[config.mk]
export PLATFORM = sky130hd
export DESIGN_NAME = reflex_round_ctrl
export DESIGN_NICKNAME = d
export VERILOG_FILES = /design/src/rtl/reflex_round_ctrl_pkg.sv /design/src/rtl/reflex_round_ctrl_tick_gen.sv /design/src/rtl/reflex_round_ctrl.sv
export SDC_FILE = /design/constraint.sdc
export NUM_CORES = 1
export LEC_CHECK = 0
export ABC_AREA = 1
export CAP_MARGIN = 25
export CORE_UTILIZATION = 64
export DETAILED_ROUTE_END_ITERATION = 10
export GPL_TIMING_DRIVEN = 0
export MAX_ROUTING_LAYER = met4
export PLACE_DENSITY_LB_ADDON = 0.25
export SLEW_MARGIN = 20
export SYNTH_ARGS = -nofsm -noshare
export SYNTH_HDL_FRONTEND = slang
export SYNTH_SLANG_ARGS = --single-unit
export TNS_END_PERCENT = 100
[constraint.sdc]
create_clock -name clk -period 3.2 [get_ports clk]
set_clock_uncertainty 0.15 [all_clocks]
set_input_delay 0.48 -clock clk [delete_from_list [all_inputs] [get_ports clk]]
set_output_delay 0.48 -clock clk [all_outputs]
set_load 0.1 [all_outputs]
[src/rtl/reflex_round_ctrl_pkg.sv]
// ============================================================================
// Package  : reflex_round_ctrl_pkg
// Brief    : State encodings, default constants and LFSR step for the round controller.
// Revision : 1.0
// ============================================================================
`default_nettype none

package reflex_round_ctrl_pkg;

    localparam logic [2:0] C_ST_IDLE   = 3'd0;
    localparam logic [2:0] C_ST_WAIT   = 3'd1;
    localparam logic [2:0] C_ST_PROMPT = 3'd2;
    localparam logic [2:0] C_ST_CHECK  = 3'd3;
    localparam logic [2:0] C_ST_DONE   = 3'd4;

    localparam int unsigned C_TICK_CYCLES = 75_000_000;
    localparam logic [7:0]  C_LFSR_SEED   = 8'hA5;

    // Fibonacci form of x^8 + x^6 + x^5 + x^4 + 1
    function automatic logic [7:0] lfsr_next(input logic [7:0] s);
        return {s[6:0], s[7] ^ s[5] ^ s[4] ^ s[3]};
    endfunction

endpackage

`default_nettype wire

[src/rtl/reflex_round_ctrl_tick_gen.sv]
// ============================================================================
// Module   : reflex_tick_gen
// Brief    : Free-running tick divider with enable and synchronous clear.
// Revision : 1.0
// ============================================================================
`default_nettype none

module reflex_tick_gen
    import reflex_round_ctrl_pkg::*;
#(
    parameter int unsigned TICK_CYCLES = C_TICK_CYCLES
) (
    input  logic clk,
    input  logic rst_n,
    input  logic en,
    input  logic clr,
    output logic tick
);

    localparam int unsigned     C_CW   = (TICK_CYCLES > 1) ? $clog2(TICK_CYCLES) : 1;
    localparam logic [C_CW-1:0] C_TERM = C_CW'(TICK_CYCLES - 1);

    logic [C_CW-1:0] r_cnt_q;
    logic [C_CW-1:0] w_cnt_d;

    always_comb begin
        w_cnt_d = r_cnt_q;
        tick    = en && (r_cnt_q == C_TERM);
        if (clr) begin
            w_cnt_d = '0;
        end else if (en) begin
            w_cnt_d = (r_cnt_q == C_TERM) ? '0 : r_cnt_q + 1'b1;
        end
    end

    always_ff @(posedge clk or negedge rst_n) begin
        if (!rst_n) begin
            r_cnt_q <= '0;
        end else begin
            r_cnt_q <= w_cnt_d;
        end
    end

endmodule

`default_nettype wire

[src/rtl/reflex_round_ctrl.sv]
// ============================================================================
// Module   : reflex_round_ctrl
// Brief    : NinjaReflex game sequencer: delay, prompt, judge key, tally score.
// Revision : 1.0
// ============================================================================
`default_nettype none

module reflex_round_ctrl
    import reflex_round_ctrl_pkg::*;
#(
    parameter int unsigned TICK_CYCLES = C_TICK_CYCLES,
    parameter int unsigned WAIT_TICKS  = 2,
    parameter int unsigned RESP_TICKS  = 1,
    parameter int unsigned MAX_ROUNDS  = 15,
    parameter int unsigned MAX_WRONG   = 3
) (
    input  logic       clk,
    input  logic       rst_n,
    input  logic       switch,
    input  logic       start,
    input  logic [3:0] key,
    output logic [3:0] target,
    output logic       prompt_on,
    output logic [4:0] score,
    output logic [2:0] wrong_time,
    output logic [4:0] round,
    output logic       game_over
);

    localparam logic [7:0] C_WAIT_T = 8'(WAIT_TICKS);
    localparam logic [7:0] C_RESP_T = 8'(RESP_TICKS);
    localparam logic [4:0] C_MAX_R  = 5'(MAX_ROUNDS);
    localparam logic [2:0] C_MAX_W  = 3'(MAX_WRONG);

    logic [2:0] r_state_q,  w_state_d;
    logic [7:0] r_lfsr_q;
    logic [3:0] r_target_q, w_target_d;
    logic [4:0] r_score_q,  w_score_d;
    logic [2:0] r_wrong_q,  w_wrong_d;
    logic [4:0] r_round_q,  w_round_d;
    logic [7:0] r_ticks_q,  w_ticks_d;
    logic       w_tick;
    logic       w_tick_en;
    logic       w_entry;

    assign w_tick_en = switch && ((r_state_q == C_ST_WAIT) || (r_state_q == C_ST_PROMPT));
    assign w_entry   = (w_state_d != r_state_q);

    reflex_tick_gen #(
        .TICK_CYCLES (TICK_CYCLES)
    ) u_tick_gen (
        .clk   (clk),
        .rst_n (rst_n),
        .en    (w_tick_en),
        .clr   (w_entry),
        .tick  (w_tick)
    );

    always_ff @(posedge clk or negedge rst_n) begin
        if (!rst_n) begin
            r_state_q <= C_ST_IDLE;
        end else begin
            r_state_q <= w_state_d;
        end
    end

    // Key judgement is tested before the tick-driven exits, so a press wins a tie.
    always_comb begin
        w_state_d = r_state_q;
        case (r_state_q)
            C_ST_IDLE, C_ST_DONE: begin
                if (start) w_state_d = C_ST_WAIT;
            end
            C_ST_WAIT: begin
                if (switch) begin
                    if (|key)                       w_state_d = C_ST_CHECK;
                    else if (r_ticks_q == C_WAIT_T) w_state_d = C_ST_PROMPT;
                end
            end
            C_ST_PROMPT: begin
                if (switch && ((|key) || (r_ticks_q == C_RESP_T))) w_state_d = C_ST_CHECK;
            end
            C_ST_CHECK: begin
                if (switch) begin
                    w_state_d = ((r_wrong_q >= C_MAX_W) || (r_round_q >= C_MAX_R)) ? C_ST_DONE
                                                                                   : C_ST_WAIT;
                end
            end
            default: w_state_d = C_ST_IDLE;
        endcase
    end

    always_comb begin
        w_target_d = r_target_q;
        w_score_d  = r_score_q;
        w_wrong_d  = r_wrong_q;
        w_round_d  = r_round_q;
        if (w_entry) begin
            w_ticks_d = '0;
        end else if (w_tick && (r_ticks_q != '1)) begin
            w_ticks_d = r_ticks_q + 8'd1;
        end else begin
            w_ticks_d = r_ticks_q;
        end
        case (r_state_q)
            C_ST_IDLE, C_ST_DONE: begin
                if (start) begin
                    w_score_d = '0;
                    w_wrong_d = '0;
                    w_round_d = '0;
                end
            end
            C_ST_WAIT: begin
                if (switch) begin
                    if (|key) begin
                        w_wrong_d = (r_wrong_q == '1) ? r_wrong_q : r_wrong_q + 3'd1;
                    end else if (r_ticks_q == C_WAIT_T) begin
                        w_target_d = 4'b0001 << r_lfsr_q[1:0];
                    end
                end
            end
            C_ST_PROMPT: begin
                if (switch) begin
                    if ((|key) || (r_ticks_q == C_RESP_T)) begin
                        w_round_d = (r_round_q == '1) ? r_round_q : r_round_q + 5'd1;
                        if (key == r_target_q) begin
                            w_score_d = (r_score_q == '1) ? r_score_q : r_score_q + 5'd1;
                        end else begin
                            w_wrong_d = (r_wrong_q == '1) ? r_wrong_q : r_wrong_q + 3'd1;
                        end
                    end
                end
            end
            C_ST_CHECK: begin
                w_target_d = '0;
            end
            default: ;
        endcase
    end

    always_ff @(posedge clk or negedge rst_n) begin
        if (!rst_n) begin
            r_lfsr_q   <= C_LFSR_SEED;
            r_target_q <= '0;
            r_score_q  <= '0;
            r_wrong_q  <= '0;
            r_round_q  <= '0;
            r_ticks_q  <= '0;
        end else begin
            r_lfsr_q   <= lfsr_next(r_lfsr_q);
            r_target_q <= w_target_d;
            r_score_q  <= w_score_d;
            r_wrong_q  <= w_wrong_d;
            r_round_q  <= w_round_d;
            r_ticks_q  <= w_ticks_d;
        end
    end

    always_comb begin
        target     = (r_state_q == C_ST_PROMPT) ? r_target_q : 4'b0000;
        prompt_on  = (r_state_q == C_ST_PROMPT);
        game_over  = (r_state_q == C_ST_DONE);
        score      = r_score_q;
        wrong_time = r_wrong_q;
        round      = r_round_q;
    end

endmodule

`default_nettype wire

Run 1, M1 wires:
Supply wires on this layer in gray.
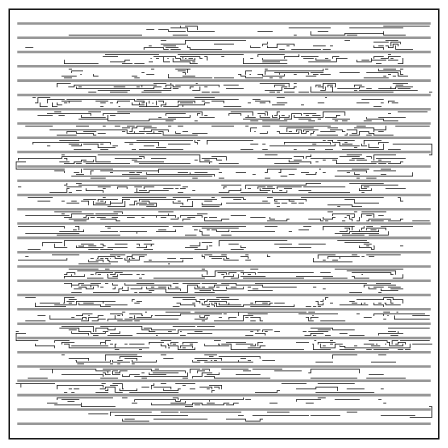
533 nets have wire on it. The wires run mostly horizontal. The layer carries 3810 um of wire. The layer holds 42% of the routed length. The longest straight run is 26.7 um.

Run 1, M2 wires:
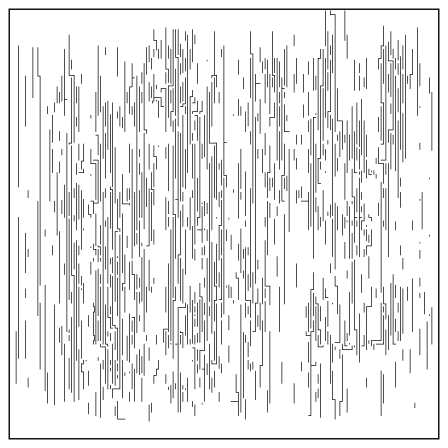
The longest straight run is 39.8 um. The layer holds 49% of the routed length. The wires run mostly vertical. The layer carries 4430 um of wire.
via count: 3608
final wirelength: 9.03 mm
global routing usage on met2: 50.7%

Run 1, signal wires on met3:
The bar under the picture is 20 um long.
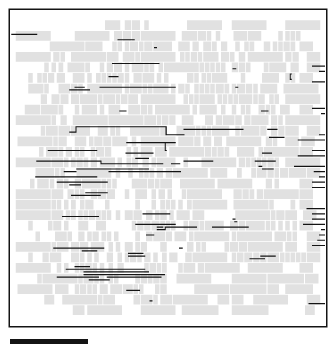
The layer holds 5.9% of the routed length. The layer carries 536 um of wire. 68 nets have wire on it. The wires run mostly horizontal. The longest straight run is 23.2 um.

==> notes.md, run 1 <==
run metrics: outcome complete, no violations, Hold Path Depth 0, Final Cell Area 0.00460 mm^2, Netlist Area Pre-Place 0.00404 mm^2, max-cap viol count 0, net switching power 0.00142 W, top_reg_cell synth dfrtp_1, FF-to-FF path depth 16, met3 WL post-DR 535 um, CP Cell Sequence nor2_2 > nand2_1 > buf_6 > nor2_1 > clkdlybuf4s50_1, Top cells excl fill/tap nand2_1, nor2_1, inv_1, DRT Pass-1 Iters 5, Slowest cell on crit path clkdlybuf4s50_1, R2R Path End u_tick_gen.r_cnt_q[9], FP Util 67.4%, CP Capture Point target[0], GR Util met3 6.11%, Largest stage delay, worst path 1.14 ns, vias in the first global route 3360, synth unique cells 38, P&R area growth vs syn 13.8%, root buf cell clkbuf_8, Setup crit end kind output port, DP Wirelength 6.63 mm, WP data arrival 2.42 ns, Simple-Gate Area Share 34.6%, Post-CTS Setup Inserts 0, Worst Path Required 2.57 ns, initial antenna violation count 0, Least-Margin Pin Slew 0.967 ns, Final Non-Filler Cells 649, final setup TNS 0 ns, top layer in use met4, tap cells 75, clock buffer depth 2, Setup WS pre-CTS 0.472 ns, max reg flops 27, Reg area 0.00158 mm^2, Tcrit/Tclk final 95.2%, ranking of synthesized cells by area dfrtp_1, nand2_1, nor2_1, inv_1, nand3_1, logic share of the area 46.1%, VDD IR-drop max 0.000902 V, syn nets 550, Top class by area multi-input combinational cells, Area leader share 36.6%, slew margin rel. 35.3%, GRT overflow 0, R2R Setup Slk 0.76 ns, count of flip-flops and latches 63, Logic inverters 70, fraction of registers with async set/reset 100%, core area 0.00599 mm^2, Clock-cell share 3.76%, Clock Power 0.000613 W, RR Startpoint round[0], clock sinks 63, ant diodes 0, yosys xor share 5.86%, P_int 0.00150 W, flip-flops with a built-in enable 0, Flop pwr share 31.8%, RSZ-0062 raised after global routing no, Hold WC Path Type flop to flop, Total GRT Usage 30.9%, GRT met1 Usage 36.4%, fin worst setup slack 0.153 ns, # Cells Yosys 530, placed inst area 0.00441 mm^2, Post-Syn Instances 530, final tally of max-slew violations 0, buffering overhead 7.95%, Hold Crit Endpoint r_lfsr_q[7], Yosys Warn Count 0, cell type with the largest total area dfrtp_1, Comb pwr share 47.3%, CTS resizes 0, DRT iter0 DRCs 238, Util after Layout 76.7%, DP Cell Count 632, Comb. pwr 0.00138 W, combinational gate area 0.00212 mm^2, Worst-path clk slew 0.08 ns, cts bufs inserted 9, Crit path max-delay family buffers and inverters, top comb family, area simple AND/OR/NAND/NOR gates, Routability Congestion 1.02, most common cell in the netlist nand2_1, DR WL/cell 13.9 um, Die H 81.4 um, Hold WS 0.212 ns, Comb gates 388, post-DR vias/cell 5.56
==> run 2, diff against run 1 <==
Settings changed: TNS_END_PERCENT 100 to 1.
Run 2, the metal 4 layer:
Supply wires on this layer in gray.
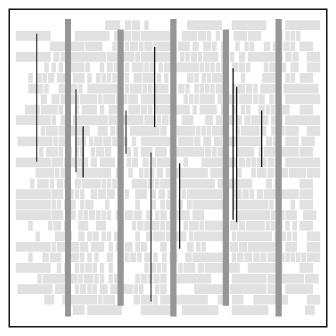
The layer carries 246 um of wire. The longest straight run is 38.8 um. The wires run mostly vertical. 8 nets have wire on it.

==> run 2 against run 1 <==
Effect of this change:
- synthesized cell count stayed put
- routed wire length stayed put
- combinational power hardly changed
- cell count stayed put
- sequential share of layout area stayed put
- area after synthesis stayed put
- first-iteration DRC count stayed put
- setup slack stayed put
==> notes.md, run 2 <==
run metrics: WP data arrival 2.42 ns, met3 WL post-DR 535 um, core area 0.00599 mm^2, GRT overflow 0, Slowest cell on crit path clkdlybuf4s50_1, DP Cell Count 632, post-DR vias/cell 5.56, clock buffer depth 2, DRT iter0 DRCs 238, FP Util 67.4%, DP Wirelength 6.63 mm, buffering overhead 7.95%, top comb family, area simple AND/OR/NAND/NOR gates, Post-CTS Setup Inserts 0, final tally of max-slew violations 0, vias in the first global route 3360, Flop pwr share 31.8%, # Cells Yosys 530, outcome complete, no violations, Crit path max-delay family buffers and inverters, P&R area growth vs syn 13.8%, slew margin rel. 35.3%, cts bufs inserted 9, via count 3608, clock sinks 63, max reg flops 27, Die H 81.4 um, fraction of registers with async set/reset 100%, Clock Power 0.000613 W, Comb. pwr 0.00138 W, CTS resizes 0, Largest stage delay, worst path 1.14 ns, top_reg_cell synth dfrtp_1, Hold WS 0.212 ns, synth unique cells 38, final wirelength 9.03 mm, DRT Pass-1 Iters 5, Post-Syn Instances 530, Tcrit/Tclk final 95.2%, RR Startpoint round[0], top layer in use met4, Total GRT Usage 30.9%, FF-to-FF path depth 16, Util after Layout 76.7%, Top cells excl fill/tap nand2_1, nor2_1, inv_1, Hold Crit Endpoint r_lfsr_q[7], Worst-path clk slew 0.08 ns, initial antenna violation count 0, Least-Margin Pin Slew 0.967 ns, fin worst setup slack 0.153 ns, Comb gates 388, Area leader share 36.6%, VDD IR-drop max 0.000902 V, R2R Setup Slk 0.76 ns, global routing usage on met2 50.7%, GR Util met3 6.11%, yosys xor share 5.86%, flip-flops with a built-in enable 0, Worst Path Required 2.57 ns, placed inst area 0.00441 mm^2, count of flip-flops and latches 63, Setup WS pre-CTS 0.472 ns, P_int 0.00150 W, final setup TNS 0 ns, cell type with the largest total area dfrtp_1, CP Cell Sequence nor2_2 > nand2_1 > buf_6 > nor2_1 > clkdlybuf4s50_1, Logic inverters 70, root buf cell clkbuf_8, Netlist Area Pre-Place 0.00404 mm^2, ranking of synthesized cells by area dfrtp_1, nand2_1, nor2_1, inv_1, nand3_1, Routability Congestion 1.02, Hold WC Path Type flop to flop, Reg area 0.00158 mm^2
Run 2, M1 wires:
Supply wires on this layer in gray.
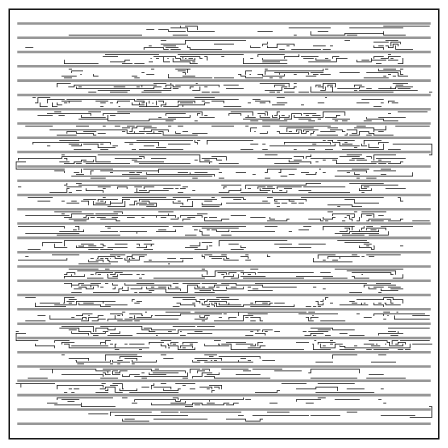
533 nets have wire on it. The longest straight run is 26.7 um. The layer carries 3810 um of wire. The layer holds 42% of the routed length. The wires run mostly horizontal.

Run 2, clock wiring as the flow saved it:
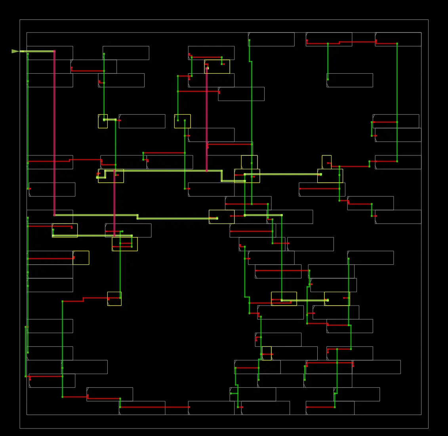

==> run 3, diff against run 2 <==
Settings changed: CAP_MARGIN 25 to 20, CORE_UTILIZATION 64 to 54.
Clock period 3.2 ns to 2.6 ns, I/O delays scaled along.
Run 3, clock wiring as the flow saved it:
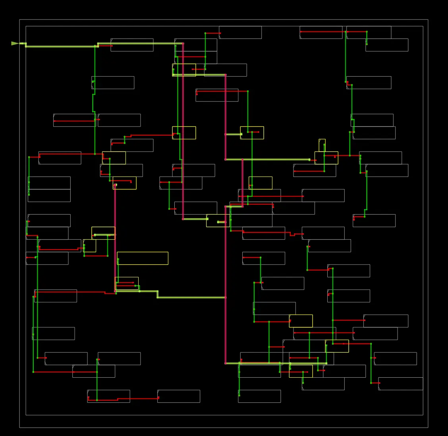
final-layout clock buffer total: 14
Clock Power: 0.000934 W
count of flip-flops and latches: 63
Clock Latency Late Sink: 0.35 ns
cts bufs inserted: 9

==> run 3 against run 2 <==
Effect of this change:
- utilization shrank 12 points
- combinational power grew 22%
- global-route usage shrank 5.1 points
- cell count grew 3.7%
- clock power grew 52%
- sequential cell count is the same
- via count shrank 2.0%
- total power grew 29%
- non-clock buffer count is the same
- area after synthesis is the same
- largest cell class unchanged
==> notes.md, run 3 <==
run metrics: CP Launch Type flop, Post-Syn Instances 530, WP data arrival 1.96 ns, FP Util 55.7%, Final Non-Filler Cells 673, Simple-Gate Area Share 34.6%, DP Cell Count 656, Total GRT Usage 25.8%, Crit path max-delay family buffers and inverters, share of cells above drive strength 1 14.6%, Comb. pwr 0.00168 W, R2R Path End u_tick_gen.r_cnt_q[7], Most flops, register u_tick_gen.r_cnt_q, CP Cell Sequence clkdlybuf4s50_1, max reg flops 27, crit path kind flop to output port, hold wc startpoint r_lfsr_q[6], most instantiated logic cell after routing nand2_1, RSZ-0062 raised after global routing no, Reg area 0.00158 mm^2, Logic inverters 70, syn avg cell area 7.62 um^2, Sw Ratio 45.4%, vias in the first global route 3328, H-tree depth 3, GRT met1 Usage 31.7%, Pwr Total 0.00376 W, yosys xor share 5.86%, DRT iter0 DRCs 153, bufs w/o clock 37, Seq. pwr 0.00115 W, global routing usage on met2 41.9%, Adder Area Share 3.72%, top cells by count nand2_1, nor2_1, inv_1, Seq area share 33.8%, combinational gate area 0.00212 mm^2, fraction of registers with async set/reset 100%, flip-flops with a built-in enable 0, Top cells excl fill/tap nand2_1, nor2_1, inv_1, top_reg_cell synth dfrtp_1, CP bufs+invs 1, Ports 27, Setup-failing EPs final 0, CP Capture Point wrong_time[0], Seq share, synth 39.2%, initial antenna violation count 0, Hold WC Path Type flop to flop, ant diodes 0, R2R Setup Slk 0.23 ns, Post-CTS Setup Inserts 0, Util after Layout 64.5%, final setup TNS 0 ns, final wirelength 8.90 mm, Rows 31, max-cap viol count 0, root buf cell clkbuf_8, OpenROAD warning count 30, DP Wirelength 6.51 mm, Compound Share, Synth 8.27%, hold buffers post-CTS 1, min Tclk post-route 2.50 ns, cell type with the largest total area dfrtp_1, Critical Path Source wrong_time[0], Comb gates 388, Comb pwr share 44.7%, FF-to-FF path depth 16, Setup crit end kind output port, area fraction in mux cells 0%, ranking of synthesized cells by area dfrtp_1, nand2_1, nor2_1, inv_1, nand3_1, RR Startpoint round[0], Hold WS 0.210 ns, VDD IR-drop max 0.000750 V, Worst-path clk slew 0.07 ns, ANT nets after route 0, DR WL/cell 13.2 um, DRT Pass-1 Iters 5, Post-synth regs 63, Setup WS pre-CTS -0.0658 ns, DRC 0, Max Freq 400 MHz, Netlist Area Pre-Place 0.00404 mm^2, met2 WL 4.20 mm, synth unique cells 38, post-route met1 wirelength 4.07 mm, Filler cells 647, outcome complete, no violations, P&R area growth vs syn 15.9%, Clock-cell share 4.70%, buffering overhead 7.91%, slew margin rel. 34.9%, Top class by area multi-input combinational cells, met3 WL post-DR 428 um, CTS tree yes, PD cells 804 mW/mm^2, GRT overflow 0, global-route wire length before repair 15.0 mm, Die Size 0.00783 mm^2, P_int 0.00205 W, Hold Crit Endpoint r_lfsr_q[7], logic share of the area 45.3%, Die H 88.5 um, fin worst setup slack 0.0997 ns, chip width 88.5 um, # Cells Yosys 530, Final Cell Area 0.00468 mm^2, YS chip area 0.00404 mm^2, GR Util met3 5.04%, final tally of max-slew violations 0, placed inst area 0.00444 mm^2, net switching power 0.00171 W, Leak Pwr 1.99 nW, CTS resizes 18, Crit. path cell count 1, # nets final 589, via count 3536, syn nets 550, most common cell in the netlist nand2_1, tap cells 99, clock sinks 63, clock buffer depth 2, Hold Path Depth 0, Worst Path Required 2.06 ns, Routability Congestion 0.975, top layer in use met4, Flop pwr share 30.5%, post-DR vias/cell 5.25, top comb family, area simple AND/OR/NAND/NOR gates, Least-Margin Pin Slew 0.973 ns, CP Max Fanout 5, Yosys Warn Count 0, Tcrit/Tclk final 96.2%, core area 0.00725 mm^2, port buffer count 26, GRT busiest layer met2, Slowest cell on crit path clkdlybuf4s50_1, pin count of the biggest net entering global routing 44, Largest stage delay, worst path 1.16 ns, Area leader share 36.6%, Largest regs u_tick_gen.r_cnt_q x27, r_lfsr_q x8, r_ticks_q x8
Run 3, M1 wires:
Supply wires on this layer in gray.
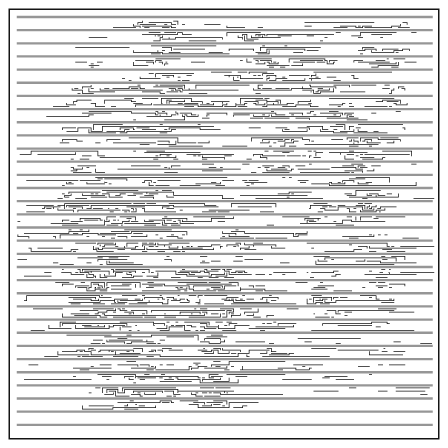
The longest straight run is 27.1 um. 542 nets have wire on it. The wires run mostly horizontal. The layer carries 4070 um of wire.

Power and IR drop assume default switching activity.
